==> config.mk <==
export PLATFORM = sky130hd
export DESIGN_NAME = pattern_serializer_flat
export DESIGN_NICKNAME = d
export VERILOG_FILES = /design/src/rtl/pattern_serializer_if.sv /design/src/rtl/pattern_serializer.sv /design/src/flat_wrapper.sv
export SDC_FILE = /design/constraint.sdc
export NUM_CORES = 1
export LEC_CHECK = 0
export CELL_PAD_IN_SITES_DETAIL_PLACEMENT = 0
export CELL_PAD_IN_SITES_GLOBAL_PLACEMENT = 1
export CORE_MARGIN = 2
export CORE_UTILIZATION = 30
export CTS_CLUSTER_DIAMETER = 60
export CTS_CLUSTER_SIZE = 40
export DETAILED_ROUTE_END_ITERATION = 12
export PLACE_DENSITY = 0.59
export SYNTH_ARGS = -nofsm -noshare
export SYNTH_HDL_FRONTEND = slang
export SYNTH_SLANG_ARGS = --single-unit
==> constraint.sdc <==
create_clock -name clk -period 3.55 [get_ports clk]
set_input_delay 0.71 -clock clk [delete_from_list [all_inputs] [get_ports clk]]
set_output_delay 0.71 -clock clk [all_outputs]
set_load 0.01 [all_outputs]
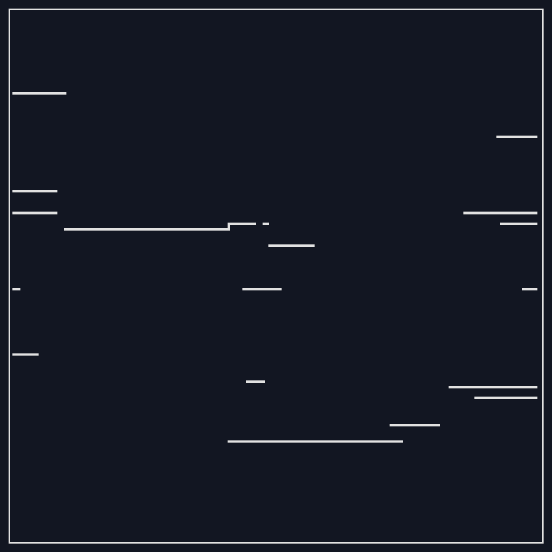
Fig. 1. Signal wires on met3 (run 1).
(8 px per um)
longest straight run: 21.6 um
wire length on this layer: 123 um
overall routed net length: 2.73 mm
vias post-DR: 960
met3 layer usage reported by global route: 0.0287

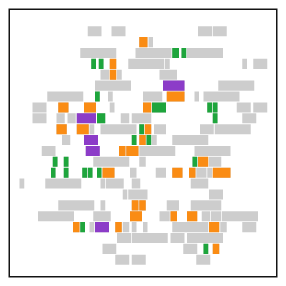
Fig. 2. Logic cells by family (run 1).
(4 px per um)
legend:
  mux cells:
    colour: purple
    cells: 5
  aoi and oai cells:
    colour: orange
    cells: 27
  nand cells:
    colour: green
    cells: 23
share of the final layout cell area in multi-input gates: 0.407
most used logic cell in the final layout: sky130_fd_sc_hd__dfrtp_1
non-filler cells in the finished layout: 188

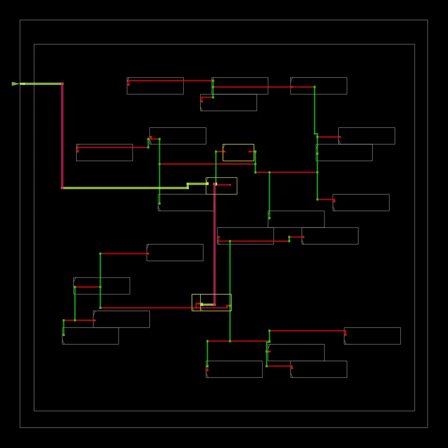
Fig. 3. Clock nets (run 1).
total of clock buffers placed in the layout: 4
Latency at later pin: 260 ps
Sinks on Clock Net: 21
Flop Count: 21

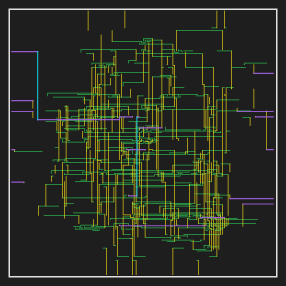
Fig. 4. Metal layers overlaid (run 1).
(4 px per um)
legend:
  M3:
    colour: purple
    wire_length: 123 um
  M1:
    colour: green
    wire_length: 1270 um
  M2:
    colour: yellow
    wire_length: 1300 um
  M4:
    colour: cyan
    wire_length: 36.7 um
Tot GR Track Use: 0.142
post-DR wirelength/cell: 14.5 um

==> impl_metrics.json, run 1 <==
{
  "result_of_the_run": "complete, no violations",
  "cts.htree.levels": 1,
  "area_growth_syn_to_layout_pct": 22.3,
  "first_global_vias": 960,
  "worst_endpoint_data_arrival_time_ps": 1660,
  "utilization": 0.386,
  "cp.buffers_inverters": 1,
  "period_utilization_post_route": 0.668,
  "multiInputCombCellCount": 88,
  "cp-end-kind": "output port",
  "fp.dieArea_um2": 4420,
  "initialDrtViolationCount": 33,
  "critical_path.cell_chain": "clkdlybuf4s50_1",
  "post-cts-setup-buffer-count": 0,
  "hold_path.class": "register to register",
  "dieHeight_um": 66.5,
  "ys_cells": 123,
  "nonClkBufAreaFrac": 0.133,
  "antenna_violating_nets_post_route": 0,
  "fin_tns_setup_ps": 0,
  "count_of_inverters_other_than_clock_inverters_in_the_layout": 8,
  "critical_path.startpoint_type": "register",
  "finalClockSkew_ps": 2.69,
  "globalplace.congestion": 0.827,
  "power.leakage_nw": 0.628,
  "antenna_violations_before_repair": 0,
  "ff_type": "sky130_fd_sc_hd__dfrtp_1",
  "chip_area_line_of_the_yosys_report_um2": 1170,
  "cts_made_buffers": 3,
  "synth-seq-area-share": 0.448,
  "share_of_the_core_filled_by_cells_before_placement": 0.315,
  "post-layout-total-power_mw": 1.08,
  "seq_share": 0.366,
  "cts_buffer_depth": 2,
  "synth.top_cells.by_area": "sky130_fd_sc_hd__dfrtp_1 45%, sky130_fd_sc_hd__nand2_1 6.4%, sky130_fd_sc_hd__ha_1 3.2%",
  "detailedRoute.firstPassIterationCount": 4,
  "cts_resized": 0,
  "top_usage_layer": "met2",
  "mappedNetlistArea_um2": 1170,
  "worst_setup_slack_final_ps": 1180,
  "ys_top_cells_by_count": "21 x sky130_fd_sc_hd__dfrtp_1, 20 x sky130_fd_sc_hd__nand2_1, 8 x sky130_fd_sc_hd__inv_1",
  "grt_first_pass_wirelength_mm": 4.68,
  "fin_nets": 159,
  "top_cell_area_share": 0.448,
  "gr-total-overflow": 0,
  "tool_warnings": 27,
  "n_antenna_cell": 0,
  "ff2ff_setup_slack_ps": 1630,
  "post-place-cells": 184,
  "logic_area_um2": 583,
  "biggestCellCategory": "multi-input combinational cells",
  "ys.flops": 21,
  "area_share_clock_buf_inv": 0.0314,
  "route.detailed.vias_per_inst": 5.11,
  "depth_of_the_critical_timing_path_with_buffers_and_inverters_included": 1,
  "timing.slew.headroom": 0.429,
  "syn_inst": 123,
  "timing.fmax_mhz": 422,
  "max_slew.worst_pin.slew_ps": 854,
  "post-synth-top-count-cell": "sky130_fd_sc_hd__dfrtp_1",
  "post_cts_hold_buffer_count": 0,
  "number_of_enable_flip_flop_cells": 0,
  "signal_buffers": 19,
  "kind_of_cell_adding_the_most_delay_to_the_critical_path": "flip-flops",
  "finalSetupViolCount": 0,
  "grt_max_degree": 22
}
[run 1: where the power goes]
group | internal (mW) | switching [mW]
registers | 0.341 | 0.103
clock network | 0.0802 | 0.0862
logic | 0.236 | 0.234
total | 0.658 | 0.423
[run 1: cells by family after synthesis]
kind of cell               after synthesis  synth area share
AOI/OAI and AO/OA                       29             0.174
other                                    1           0.00320
DFF                                     21             0.448
adders and majority gates                3            0.0320
buffers and inverters                   14            0.0544
muxes                                    5            0.0502
and+or+nand+nor                         48             0.223
xor gates and xnor gates                 2            0.0149
[run 1: cell usage in the layout, fill, tap and decap left out, types with 2 or more instances in the layout]
master / n
sky130_fd_sc_hd__xnor2_1: 2
sky130_fd_sc_hd__nor3_1: 4
sky130_fd_sc_hd__nor3b_1: 3
sky130_fd_sc_hd__dfrtp_1: 21
sky130_fd_sc_hd__a31oi_1: 2
sky130_fd_sc_hd__a211oi_1: 2
sky130_fd_sc_hd__a22oi_1: 3
sky130_fd_sc_hd__ha_1: 3
sky130_fd_sc_hd__inv_1: 8
sky130_fd_sc_hd__clkbuf_8: 3
sky130_fd_sc_hd__nor2_1: 7
sky130_fd_sc_hd__a21oi_1: 5
sky130_fd_sc_hd__clkdlybuf4s50_1: 19
sky130_fd_sc_hd__a221oi_1: 2
sky130_fd_sc_hd__mux2i_1: 3
sky130_fd_sc_hd__o21ai_0: 7
sky130_fd_sc_hd__nor2b_1: 4
sky130_fd_sc_hd__nand2_1: 20
sky130_fd_sc_hd__a32oi_1: 2
[run 1: routing by layer]
metal  up-vias  part of all wire
li1        464                 -
met1       470              0.47
met2        22              0.48
met3         4             0.045
met4         0             0.013
met5         -                 0
Fig. 5: run 1, clock wires, drivers and flops
(8 px per um)
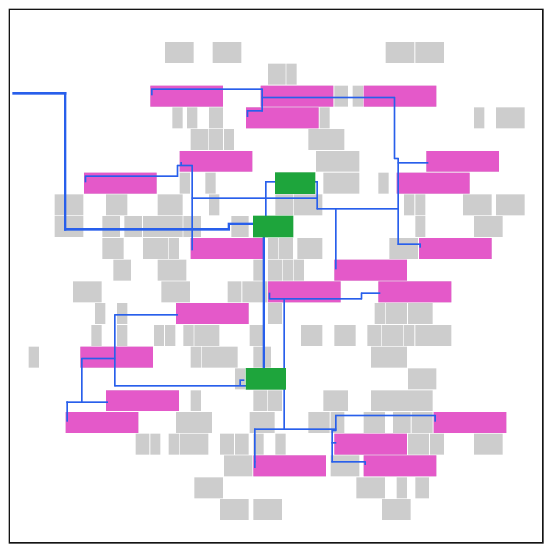

==> run 2, diff against run 1 <==
Settings changed: PLACE_DENSITY 0.59 to 0.62.
Clock period 3.55 ns to 2.1 ns, I/O delays scaled along.
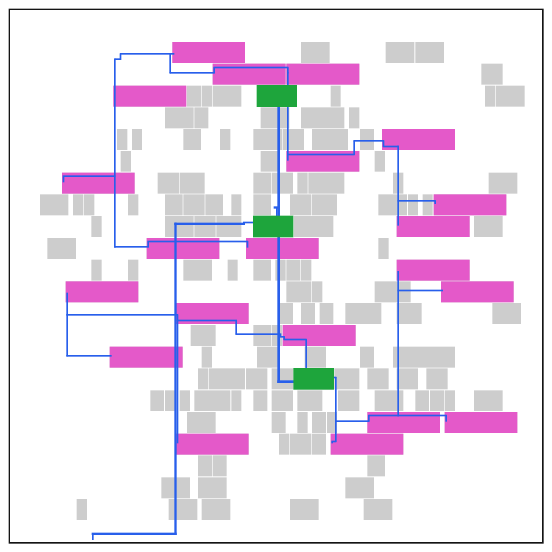
Fig. 6. Clock wires, drivers and flops (run 2).
(8 px per um)
legend:
  clock wires:
    colour: blue
    length: 338 um
  flip-flops:
    colour: magenta
    count: 21
  clock-net drivers:
    colour: green
    count: 3
flops lie: widely spread
routed clock nets: 4
part of the power in the clock network: 0.150
Power Clock: 276 uW
largest clock skew in the final design: 1.28 ps

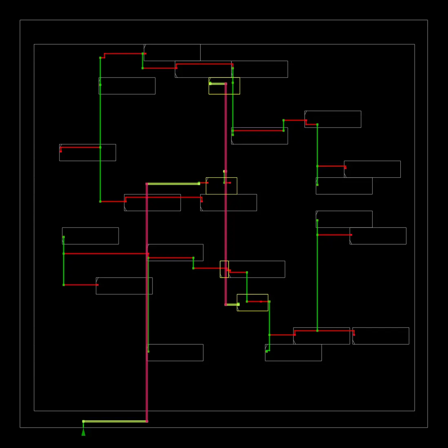
Fig. 7. Clock nets (run 2).
Latency at later pin: 270 ps
number of CTS-inserted buffers: 3

==> impl_metrics.json, run 2 <==
{
  "synth-seq-area-share": 0.448,
  "p_switching_uw": 705,
  "final_cell_mix": "21 x sky130_fd_sc_hd__dfrtp_1, 20 x sky130_fd_sc_hd__nand2_1, 19 x sky130_fd_sc_hd__clkdlybuf4s50_1",
  "dieHeight_um": 66.5,
  "routed_wire_length_per_instance_um": 13.6,
  "routed_wirelength_mm": 2.65,
  "postSynth.asyncResetShare": 1.00,
  "antenna_violations_before_repair": 0,
  "hpwlAfterDp_mm": 1.99,
  "placementRows": 22,
  "p_sw_frac": 0.382,
  "cellPowerDensity_nw_per_um2": 1240,
  "fp_nets": 141,
  "detail_route.drc_violations": 0,
  "power.leakage_nw": 0.663,
  "cts_resized": 0,
  "critical_path.max_stage_delay_ps": 600,
  "period_utilization_post_route": 0.857,
  "grt_max_degree": 22,
  "p_int_mw": 1.14,
  "layout_top_cell_excl_fill_tap": "sky130_fd_sc_hd__dfrtp_1",
  "antenna_violating_nets_post_route": 0,
  "post-synth-top-count-cell": "sky130_fd_sc_hd__dfrtp_1",
  "ff2ff_setup_slack_ps": 420,
  "chipWidth_um": 66.5,
  "synth.top_cells.by_area": "sky130_fd_sc_hd__dfrtp_1 45%, sky130_fd_sc_hd__nand2_1 6.4%, sky130_fd_sc_hd__ha_1 3.2%",
  "layout-drive-gt1-share": 0.116,
  "cts_buffer_depth": 2,
  "critical_path.startpoint_type": "register",
  "kind_of_cell_adding_the_most_delay_to_the_critical_path": "buffers and inverters",
  "hold-path-cell-count": 2,
  "grt_setup_unrepaired": "false",
  "number_of_max_cap_violations": 0,
  "power.share.sequential": 0.404,
  "number_of_enable_flip_flop_cells": 0,
  "io_buffer_count": 19,
  "post_cts_hold_buffer_count": 0,
  "yosys.area.top_type": "sky130_fd_sc_hd__dfrtp_1",
  "gr-total-overflow": 0,
  "initialDrtViolationCount": 56,
  "hold_path.class": "register to register",
  "finalWorstPathRequiredPeriod_ps": 1800,
  "chip_area_line_of_the_yosys_report_um2": 1170,
  "syn_inst": 123,
  "clock-sinks": 21,
  "post-cts-setup-buffer-count": 0,
  "grt_first_pass_wirelength_mm": 4.59,
  "top_cell_area_share": 0.448,
  "largest_register_ffs": 8,
  "fin_tns_setup_ps": 0,
  "ys_top_cells_by_count": "21 x sky130_fd_sc_hd__dfrtp_1, 20 x sky130_fd_sc_hd__nand2_1, 8 x sky130_fd_sc_hd__inv_1",
  "cp.buffers_inverters": 1,
  "hold_viol_final": 0,
  "vias": 949,
  "ys.flops": 21,
  "top_level_ports": 21,
  "layout.cell_area.non_filler_um2": 1490,
  "tool_warnings": 27,
  "worst_ir_drop_vdd_mv": 0.326,
  "timing.fmax_mhz": 556,
  "cts.root.buffer_cell": "sky130_fd_sc_hd__clkbuf_8",
  "n_antenna_cell": 0,
  "area_growth_syn_to_layout_pct": 26.8,
  "fp.dieArea_um2": 4420,
  "grt_use_total": 0.140,
  "depth_of_the_critical_timing_path_with_buffers_and_inverters_included": 1,
  "worst-endpoint-required_ps": 1680,
  "reg2reg_depth": 4,
  "globalplace.congestion": 0.729,
  "cp-end-kind": "output port",
  "synth.avg_cell_area_um2": 9.53,
  "mappedNetlistArea_um2": 1170,
  "clkSlewWorstSetupHoldPaths_ps": 80,
  "fin_nets": 166,
  "criticalPathCategory": "register to output port",
  "share_of_the_core_filled_by_cells_before_placement": 0.315,
  "timing.final.max_slew_violations": 0,
  "worst_hold_slack_ps": 483,
  "worst_endpoint_data_arrival_time_ps": 1380,
  "synth_warnings": 0,
  "cp_max_fanout": 6,
  "critical_path.slowest_cell": "sky130_fd_sc_hd__clkdlybuf4s50_1",
  "first_global_vias": 978,
  "cts.htree.levels": 1,
  "clock_tree_from_tritoncts": "done",
  "result_of_the_run": "complete, no violations",
  "finalSetupViolCount": 0,
  "ff_type": "sky130_fd_sc_hd__dfrtp_1",
  "combinationalPowerShare": 0.447,
  "detailedRoute.firstPassIterationCount": 4,
  "critical_path.cell_chain": "clkdlybuf4s50_1",
  "design.core.area_um2": 3720,
  "dpl-instance-area_um2": 1440,
  "ys_cells": 123,
  "count_of_different_cell_masters_after_synthesis": 38,
  "route.detailed.vias_per_inst": 4.87
}
[run 2: per-stage QoR]
stage          setup WS (ps)  instances  utilization  total power [mW]
6_report                 301        195        0.400              1.85
5_1_grt                  242        195        0.400              2.01
4_1_cts                  286        195        0.400              1.87
3_5_place_dp             322        191        0.388              1.59
3_3_place_gp             353        191        0.388              1.58
2_1_floorplan            491        123            -              1.32
[run 2: power groups by stage]
| stage | registers (mW) | logic, mW | clock network [mW] |
|---|---|---|---|
| floorplan | 0.719 | 0.601 | 0 |
| global placement | 0.747 | 0.833 | 0 |
| detailed placement | 0.754 | 0.832 | 0 |
| CTS | 0.745 | 0.834 | 0.287 |
| global route | 0.772 | 0.933 | 0.307 |
| finish | 0.745 | 0.824 | 0.276 |
[run 2: kinds of logic (layout without fill, tap and decap cells)]
logic type      Yosys count  after routing  share of synthesized area
other cells               1              1                    0.00320
simple gates             48             48                      0.223
flops                    21             21                      0.448
fa+ha+maj                 3              3                     0.0320
compound gates           29             29                      0.174
mux                       5              5                     0.0502
xor+xnor                  2              2                     0.0149
buf+inv                  14             38                     0.0544
[run 2: routing by layer]
metal / track usage / vias to the layer above / part of all wire
met5: 0 / - / 0
met4: 0.0842 / 0 / 0.028
met3: 0.0203 / 5 / 0.029
met2: 0.224 / 18 / 0.46
met1: 0.176 / 445 / 0.49
li1: - / 481 / -
[run 2: area by class of cell]
type	count	area, um^2
clock buffers	4	45.0
fillers	395	2230
inverters	8	30.0
multi-input cells	88	583
flip-flops and latches	21	526
well taps	48	60.1
repair buffers	26	243
[run 2: tightest hold or removal path, delay by kind of cell, from the launching register on]
family / cells / cell delay, ps
DFF: 1 / 350
and+or+nand+nor: 2 / 110
Power figures rest on the tool's default switching activity, not on a simulated workload.
